### src/rtl/toy_alu_redirect.sv
// Collects per-lane ALU mispredict reports, holds the oldest as a pending
// redirect, hands it to the frontend and pulses a backend flush request.
//
// state | meaning
// IDLE  | no redirect outstanding
// PEND  | redirect held, redirect_vld asserted toward the frontend
// FLUSH | redirect accepted, waiting for ROB flush_done (kill window)
module toy_alu_redirect #(
  parameter int ALU_NUM        = 2,
  parameter int INST_IDX_WIDTH = 8,
  parameter int ADDR_WIDTH     = 32,
  parameter int CNT_WIDTH      = 16
) (
  input  logic                              clk,
  input  logic                              rst,
  input  logic [ALU_NUM-1:0]                alu_commit_en,
  input  logic [ALU_NUM-1:0]                alu_mispred,
  input  logic [ALU_NUM*INST_IDX_WIDTH-1:0] alu_inst_id,
  input  logic [ALU_NUM*ADDR_WIDTH-1:0]     alu_nxt_pc,
  output logic                              redirect_vld,
  input  logic                              redirect_rdy,
  output logic [ADDR_WIDTH-1:0]             redirect_pc,
  output logic [INST_IDX_WIDTH-1:0]         redirect_inst_id,
  output logic                              flush_req,
  input  logic                              flush_done,
  output logic                              busy,
  output logic [CNT_WIDTH-1:0]              mispred_cnt
);

  typedef enum logic [1:0] {IDLE, PEND, FLUSH} state_t;

  state_t                    state, state_nxt;
  logic [INST_IDX_WIDTH-1:0] id_nxt;
  logic [ADDR_WIDTH-1:0]     pc_nxt;
  logic                      flush_nxt;
  logic                      cnt_inc;

  logic [INST_IDX_WIDTH-1:0] lane_id [ALU_NUM];
  logic [ADDR_WIDTH-1:0]     lane_pc [ALU_NUM];
  logic                      cand_vld;
  logic                      cand_older;
  logic [INST_IDX_WIDTH-1:0] cand_id;
  logic [ADDR_WIDTH-1:0]     cand_pc;

  // MSB is the wrap bit: a flipped wrap bit inverts the index ordering.
  function automatic logic older(input logic [INST_IDX_WIDTH-1:0] a,
                                 input logic [INST_IDX_WIDTH-1:0] b);
    if (a[INST_IDX_WIDTH-1] == b[INST_IDX_WIDTH-1])
      return a[INST_IDX_WIDTH-2:0] < b[INST_IDX_WIDTH-2:0];
    else
      return a[INST_IDX_WIDTH-2:0] > b[INST_IDX_WIDTH-2:0];
  endfunction

  for (genvar g = 0; g < ALU_NUM; g++) begin : g_lane
    assign lane_id[g] = alu_inst_id[g*INST_IDX_WIDTH +: INST_IDX_WIDTH];
    assign lane_pc[g] = alu_nxt_pc[g*ADDR_WIDTH +: ADDR_WIDTH];
  end

  // Strict compare keeps the lowest lane on identical ids.
  always_comb begin
    cand_vld = 1'b0;
    cand_id  = '0;
    cand_pc  = '0;
    for (int i = 0; i < ALU_NUM; i++) begin
      if (alu_commit_en[i] && alu_mispred[i]) begin
        if (!cand_vld || older(lane_id[i], cand_id)) begin
          cand_vld = 1'b1;
          cand_id  = lane_id[i];
          cand_pc  = lane_pc[i];
        end
      end
    end
  end

  assign cand_older = cand_vld && older(cand_id, redirect_inst_id);

  always_comb begin
    state_nxt = state;
    id_nxt    = redirect_inst_id;
    pc_nxt    = redirect_pc;
    flush_nxt = 1'b0;
    cnt_inc   = 1'b0;
    case (state)
      IDLE: begin
        if (cand_vld) begin
          id_nxt    = cand_id;
          pc_nxt    = cand_pc;
          state_nxt = PEND;
        end
      end
      PEND: begin
        if (redirect_rdy) begin
          flush_nxt = 1'b1;
          cnt_inc   = 1'b1;
          state_nxt = FLUSH;
        end
        if (cand_older) begin
          id_nxt    = cand_id;
          pc_nxt    = cand_pc;
          state_nxt = PEND;
        end
      end
      FLUSH: begin
        if (cand_older) begin
          id_nxt    = cand_id;
          pc_nxt    = cand_pc;
          state_nxt = PEND;
        end else if (flush_done) begin
          state_nxt = IDLE;
        end
      end
      default: state_nxt = IDLE;
    endcase
  end

  always_ff @(posedge clk) begin
    if (rst) begin
      state            <= IDLE;
      redirect_inst_id <= '0;
      redirect_pc      <= '0;
      flush_req        <= 1'b0;
      mispred_cnt      <= '0;
    end else begin
      state            <= state_nxt;
      redirect_inst_id <= id_nxt;
      redirect_pc      <= pc_nxt;
      flush_req        <= flush_nxt;
      if (cnt_inc) mispred_cnt <= mispred_cnt + CNT_WIDTH'(1);
    end
  end

  assign redirect_vld = (state == PEND);
  assign busy         = (state != IDLE);

endmodule

### config.mk
export PLATFORM = sky130hd
export DESIGN_NAME = toy_alu_redirect
export DESIGN_NICKNAME = d
export VERILOG_FILES = /design/src/rtl/toy_alu_redirect.sv
export SDC_FILE = /design/constraint.sdc
export NUM_CORES = 1
export LEC_CHECK = 0
export CAP_MARGIN = 20
export CORE_MARGIN = 1
export CORE_UTILIZATION = 45
export CTS_CLUSTER_DIAMETER = 80
export DETAILED_ROUTE_END_ITERATION = 8
export GPL_ROUTABILITY_DRIVEN = 1
export PLACE_DENSITY = 0.86
export SETUP_SLACK_MARGIN = 0.02
export SKIP_LAST_GASP = 1
export SLEW_MARGIN = 0
export SYNTH_ARGS = -nofsm -noshare
export SYNTH_HDL_FRONTEND = slang
export SYNTH_SLANG_ARGS = --single-unit
### constraint.sdc
create_clock -name clk -period 10.2 [get_ports clk]
set_clock_uncertainty 0.1 [all_clocks]
set_input_delay 2.04 -clock clk [delete_from_list [all_inputs] [get_ports clk]]
set_output_delay 2.04 -clock clk [all_outputs]
set_load 0.02 [all_outputs]
Fig. 1: pin placement
Scale bar: 20 microns. Pins as bars across the die edge, other pins in grey.
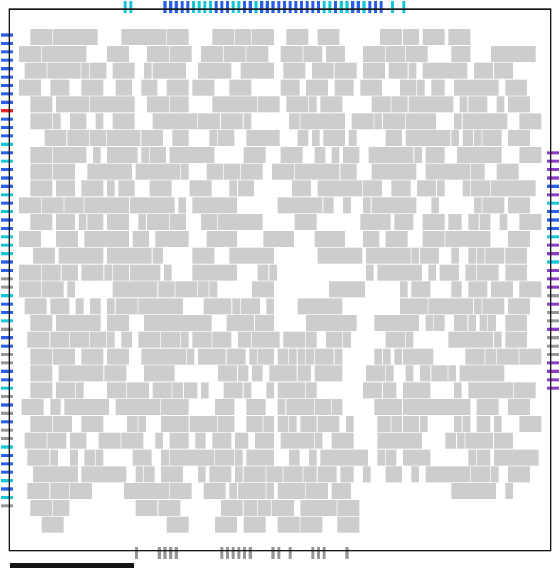
[cyan] `redirect_pc` | pins: 32 | direction: output | edge: 16 top, 13 left, 3 right
[red] `clk` | pins: 1 | direction: input | edge: left
[blue] `alu_nxt_pc` | pins: 64 | direction: input | edge: 33 left, 27 top, 4 right
[purple] `mispred_cnt` | pins: 16 | direction: output | edge: right
all pins by edge: 57 left, 43 top, 29 right, 18 bottom
Die Height: 87.4 microns
number of port buffers: 146
die width: 87.4 microns

==> flow_summary.ini <==
; implementation run metrics
[status]
status = complete, no violations

[clock_tree]
cts_made_buffers = 9
cts_tree = built

[finish]
layout.cells.non_filler = 607
num-fill-cells = 576
final_net_count = 613
synthToLayoutAreaGrowth_pct = 51.3

[yosys]
floorplan.nets = 477
ys.flops = 59
top_cells_by_count = dfxtp_1, nor2_1, nand2_1, a221oi_1, a21oi_1
ys_sh_simple_pct = 16.0
syn-cell-area_sq_um = 3280

[power_and_ir_drop]
powerDensity_nw_per_um2 = 284
pwr-share-seq_pct = 26.0
p_clk_share_pct = 16.5
p_sw_uw = 568

[grt]
grt_pass1_wl_microns = 15000
grt_max_degree = 47
grt_use_total_pct = 24.9
first_global_vias = 3257
grt_util_met3_pct = 8.53

[critical_path]
crit_chain = clkdlybuf4s50_1 -> and2_1 -> nand2_1 -> ha_1 -> a21oi_1 -> a21oi_2 -> nor3_1 -> mux2_4 -> o21a_1 -> a22o_1 -> ha_1 -> a21o_1 -> a221oi_1 -> o21ai_0 -> a22o_1 -> mux2i_4 -> buf_4 -> a21boi_1 -> nor2_1
start_kind = input pin
r2r-start = redirect_inst_id[6]
cp_data_arrival_time_ns = 7.65

[final_timing]
fin_crit_sh_pct = 73.9
finalWorstSetupSlack_ns = 2.66
holdWs_ns = 0.359

[drt]
drtIter0Drc = 149

[hold_path]
hold_path.class = reg2reg

[place]
dpl_cell_area_sq_um = 4740
dpl.cell_count = 591

[flow_run]
warnings = 29

[die]
rows = 30
ios = 147
Fig. 2: close-up of the layout
Region (56, 56) to (76, 76) microns. Cells in grey, sequential cells in the stronger grey; small squares are vias.
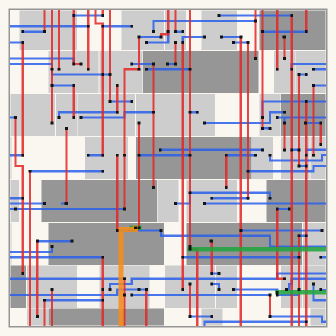
[green] M3
[red] M2
[blue] M1
[orange] M4
sequential cells in the window: 7
most frequent: nor2_1 (7), dfxtp_1 (7), clkdlybuf4s50_1 (3)
netlist names of flops here include: `mispred_cnt` (4), `redirect_pc` (3)
cells with their middle in the window: 32

sequential cells by signal (all words and copies together) (netlist names):
register / cells
state: 2
redirect_inst_id: 8
flush_req: 1
redirect_pc: 32
mispred_cnt: 16
power groups by stage:
| stage | logic (uW) | registers, uW | clock network [uW] |
|---|---|---|---|
| floorplan | 455 | 460 | 0 |
| detailed placement | 806 | 372 | 0 |
| global placement | 777 | 369 | 0 |
| finish | 812 | 367 | 232 |
| global route | 894 | 378 | 247 |
| CTS | 816 | 369 | 237 |
cell usage in the layout (no fill, tap or decap), types with 2 or more instances in the layout:
cell,n
a21oi_2,2
a21boi_0,18
clkbuf_8,9
clkdlybuf4s50_1,146
buf_4,3
inv_1,15
nand4_1,3
a22oi_1,2
o21ai_0,4
and2_1,4
a21boi_1,8
a22o_1,7
nor2_1,52
nand2_1,37
nand3_1,7
xor2_1,10
ha_1,19
a21o_1,3
clkinv_4,2
bufinv_16,2
a221oi_2,9
dfxtp_1,59
a221oi_1,31
a21oi_1,20
and4_1,2
xnor2_1,5
and3_1,5
nor3_1,3
worst max-delay path: cells and delay by family:
kind | cells | cell delay, ns
AND-OR/OR-AND | 9 | 1.99
adder cells (fa/ha/maj) | 2 | 0.63
buffers and inverters | 2 | 1.02
multiplexers | 2 | 1.04
AND/OR/NAND/NOR | 4 | 0.89
layout make-up:
class	count	share of cell area, %
tap	96	2.42
clock inverter	6	1.82
sequential	59	23.8
multi-input combinational	272	38.3
inverter	15	1.13
clock buffer	10	2.57
timing repair buffer	149	29.9
final timing paths:
| path | endpoint | slack (ns) | cells after the start |
|---|---|---|---|
| worst max-delay path | redirect_pc[23] | 2.66 | 19 |
| worst min-delay path | redirect_pc[26] | 0.36 | 2 |
| worst max register to register | redirect_pc[23] | 6.74 | 10 |
| worst min register to register | redirect_pc[26] | 0.36 | 2 |
Power and IR drop assume default switching activity.
